==> images/layer_met1.png <==
Scale bar: 50 um. Supply wires on this layer in grey.
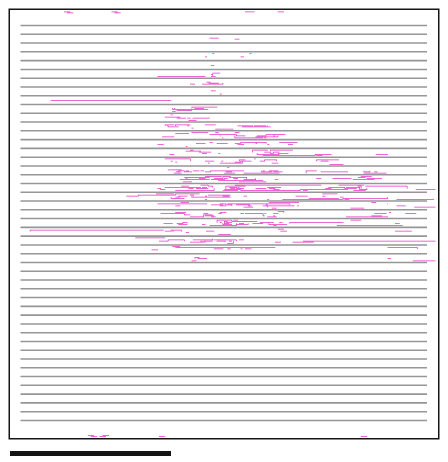
==> images/power_grid.png <==
Pins as bars on the die edge.
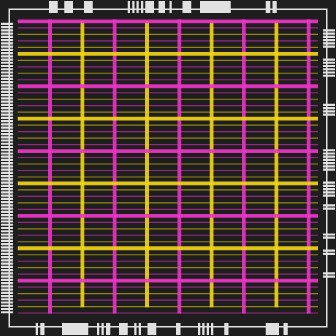
==> images/congestion.png <==
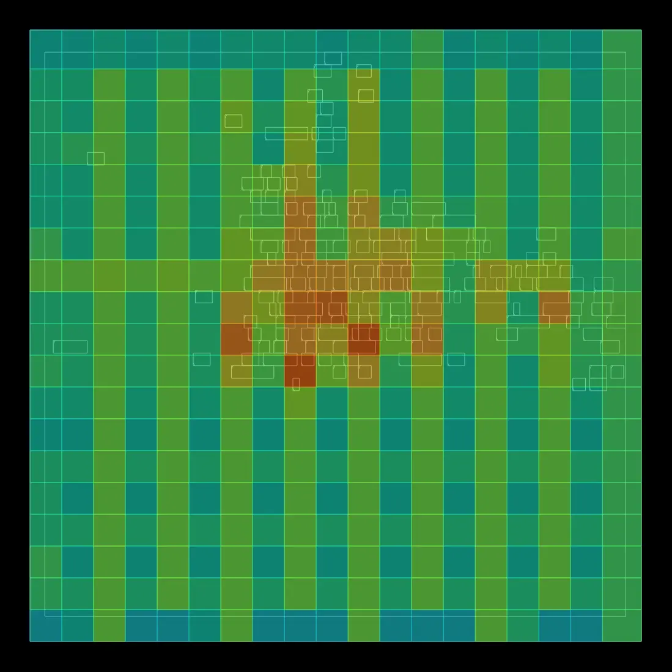
==> images/logic_types.png <==
Scale bar: 50 um.
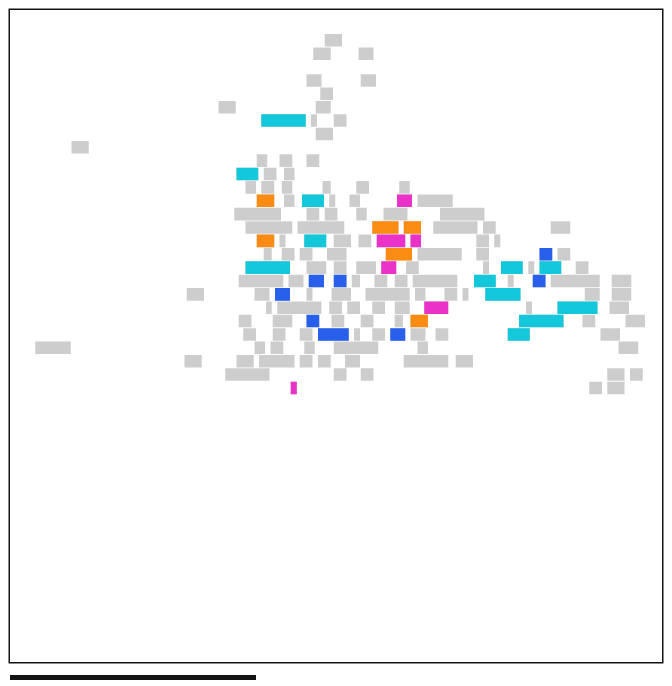
==> config.mk <==
export PLATFORM = sky130hd
export DESIGN_NAME = pooling_output_scheduler
export DESIGN_NICKNAME = d
export VERILOG_FILES = /design/src/rtl/pooling_output_scheduler_pkg.sv /design/src/rtl/pool_feat_row_counter.sv /design/src/rtl/pooling_output_scheduler.sv
export SDC_FILE = /design/constraint.sdc
export NUM_CORES = 1
export LEC_CHECK = 0
export CELL_PAD_IN_SITES_DETAIL_PLACEMENT = 1
export CELL_PAD_IN_SITES_GLOBAL_PLACEMENT = 2
export CORE_MARGIN = 3
export CORE_UTILIZATION = 10
export CTS_CLUSTER_DIAMETER = 30
export CTS_CLUSTER_SIZE = 14
export DETAILED_ROUTE_END_ITERATION = 16
export HOLD_SLACK_MARGIN = 0.12
export PLACE_DENSITY = 0.81
export SYNTH_ARGS = -nofsm -noshare
export SYNTH_HDL_FRONTEND = slang
export SYNTH_HIERARCHICAL = 1
export SYNTH_SLANG_ARGS = --single-unit
==> constraint.sdc <==
create_clock -name clk -period 2.1 [get_ports clk]
set_input_delay 0.21 -clock clk [delete_from_list [all_inputs] [get_ports clk]]
set_output_delay 0.21 -clock clk [all_outputs]
set_load 0.03 [all_outputs]
==> metrics.yaml <==
timing:
  fin_skew_ns: 0.00356
  setup_viol: 10
  rsz0062_at_grt: "yes"
  hold_viol: 0
  worst_pin_slew_ns: 0.446
  setup_ws_ns: -0.275
  drv_slew: 0
  min_period_ns: 2.37
  fmax_ghz: 0.421
  setup_tns_ns: -1.59
  post-route-period-util: 1.13
  hold_ws_ns: 0.293
  slew-limit-headroom: 0.702
worst_setup_path:
  cp-start-kind: "flip-flop"
  worstRegToRegCells: 12
  crit_path_end_kind: "output port"
  crit_chain: "inv_2 > fa_1 > inv_2 > ha_4 > buf_6 > fa_2 > xor2_4 > buf_6"
  cp.arrival_ns: 2.16
  crit_type: "reg2out"
  cp.required_ns: 1.89
  cp_max_fo: 2
  slowest_stage: "fa_1"
  r2r_slack_ns: -0.13
  cpLargestDelayFamily: "adder cells"
  max_stage_delay_ns: 0.54
  cp_num_buf_inv: 4
  worstSetupPathDepth: 8
synth:
  ys_seq_frac: 0.140
  syn_inst: 185
  yosysCellCount: 185
  synth-main-ff-cell: "dfrtp_1"
  avgSynthCellArea_sq_um: 8.67
  synth_flops: 9
  synthArstFlopShare: 1.00
  ys_sh_aoi: 0.0928
  edf_count: 0
  synth.cell_area_sq_mm: 0.00160
  ys_top_cells_by_area: "buf_4 (47%), dfrtp_1 (14%), ha_1 (7.8%)"
  common_cells: "buf_4 (101), inv_1 (11), ha_1 (10)"
  synthSimpleGateAreaFrac: 0.116
  synth_nets: 299
  synth.most_common_cell: "buf_4"
  xor_share: 0.00546
  ys_sh_mux: 0.0413
  yosysWarnings: 6
  yosys-stat-area_sq_mm: 0.00160
  adder_share: 0.103
  top_area_frac: 0.473
  yosysTopAreaCell: "buf_4"
  synthTopLogicFamily: "buffers and inverters"
  ys_types: 33
placement:
  place_area_sq_mm: 0.00161
  numPortBuffers: 24
  gp_congestion: 0.725
  hpwlAfterDp_um: 2990
  place_inst: 346
  pre_cts_ws_ns: -0.242
grt:
  grt_pass1_wl_um: 5770
  grt_max_degree: 10
  grt_overflow: 0
  grt_pass1_vias: 1117
  grt_use_total: 0.0418
  antenna_found_initial: 0
layout:
  buffer_area_frac: 0.304
  n_all_inverters: 12
  n_fill_cell: 1848
  lay_top_count: "buf_4"
  design_area_sq_mm: 0.00189
  final-seq-area_sq_um: 228
  largest_reg_flops: 3
  nNetsFinal: 268
  largestClassByArea: "multi-input combinational cells"
  seq_area_frac: 0.120
  drive_gt1_frac: 0.575
  nClkBuffers: 4
  final-clk-cell-share: 0.0417
  area_growth_pct: 17.9
  antennaDiodeCount: 0
  logic_area_sq_um: 696
  flop-count: 9
  multi_input_comb_cells: 63
  buffers_excl_clock: 65
  mostFrequentLayoutCells: "buf_4 (40), clkdlybuf4s50_1 (11), buf_6 (8)"
floorplan:
  fp-row-count: 45
  chip_area_sq_mm: 0.0176
  fp_util: 0.104
  ios: 217
  nWellTaps: 211
clocking:
  cts_buffers: 3
  clk_pin_slew_ns: 0.04
  insertion_delay_ns: 0.23
  clk_path_buf_depth: 2
  clock-root-buffer: "clkbuf_16"
  cts-htree-levels: 1
  clkSinkCount: 9
  cts_tree: "done"
power:
  pwr-share-comb: 0.538
  leakage_nw: 0.837
  maxPowerGroup: "combinational cells"
  switching_share: 0.370
  p_sw_uw: 449
  clkPwrFrac: 0.276
  pg_comb_uw: 655
  cellPowerDensity_mw_per_mm2: 643
  seqPwrFrac: 0.186
  p_total_mw: 1.22
  powerClk_uw: 336
  powerSeq_uw: 226
  p_int_uw: 767
status:
  violations: "setup timing"
  outcome: "complete, but fails checks"
drt:
  viasPerCell: 2.63
  dr.pass1.iters: 3
  antenna_left: 0
  remaining_drc_errors: 0
  drtIter0Drc: 10
hold_path:
  hp-class: "in2async"
run:
  warnings: 34
  maxCapViolCount: 0
About layer_met1.png:
The layer holds 35% of the routed length. 159 nets have wire on it. The wires run mostly horizontal.
met1 Resource Use GR: 0.0402
Total Wirelength: 3830 um
via count: 959

About power_grid.png:
Magenta shows VSS. Yellow shows VDD.
217 signal pins sit on the boundary. 9 straps on met4. 9 straps on met5. 46 met1 rails follow the rows. The core has 45 rows.
VDD IR max: 0.204 mV
die height: 133 um
Die X-Extent: 133 um
Core ar.: 0.0154 sq mm

About congestion.png:
met2 usage: 0.0649
fin util: 0.123
most used routing layer: met2
WL/cell: 10.5 um
met3 Use GR: 0.0289

About logic_types.png:
Magenta shows nor cells, cells 6, most used nor2b_2. Orange shows mux cells, cells 6, most used mux2i_1. Cyan shows fa/ha/maj cells, cells 12, most used ha_1. Blue shows non-inverting ao/oa cells, cells 8, where centre.
Comb/total area: 0.368
Post-Layout Cell Count: 364

==> worst reg2reg max path: stages (launching register included) <==
cell and delay (ns):
dfrtp_2 0.44, inv_4 0.09, ha_4 0.13, and3_4 0.17, o21a_1 0.17, nand4b_1 0.13, nand2_1 0.13, o21a_1 0.20
nand3_2 0.14, nand2_4 0.12, buf_12 0.12, nor2_2 0.03, mux2_4 0.26
==> routing by layer <==
layer / up-vias / global-route usage / wire [um]
li1: 421 / - / -
met1: 468 / 0.0402 / 1360
met5: - / 0 / 0
met4: 0 / 0.0271 / 200
met3: 34 / 0.0289 / 525
met2: 36 / 0.0649 / 1750
==> what timing repair did <==
item | 4_1_cts | 5_1_grt
gates resized | 25 | 20
setup buffers | 10 | 7
pin swaps | 3 | 15
cloned | 0 | 0
hold buffers | 0 | 0
setup endpoints to repair | 15 | 15
Power and IR drop assume default switching activity.
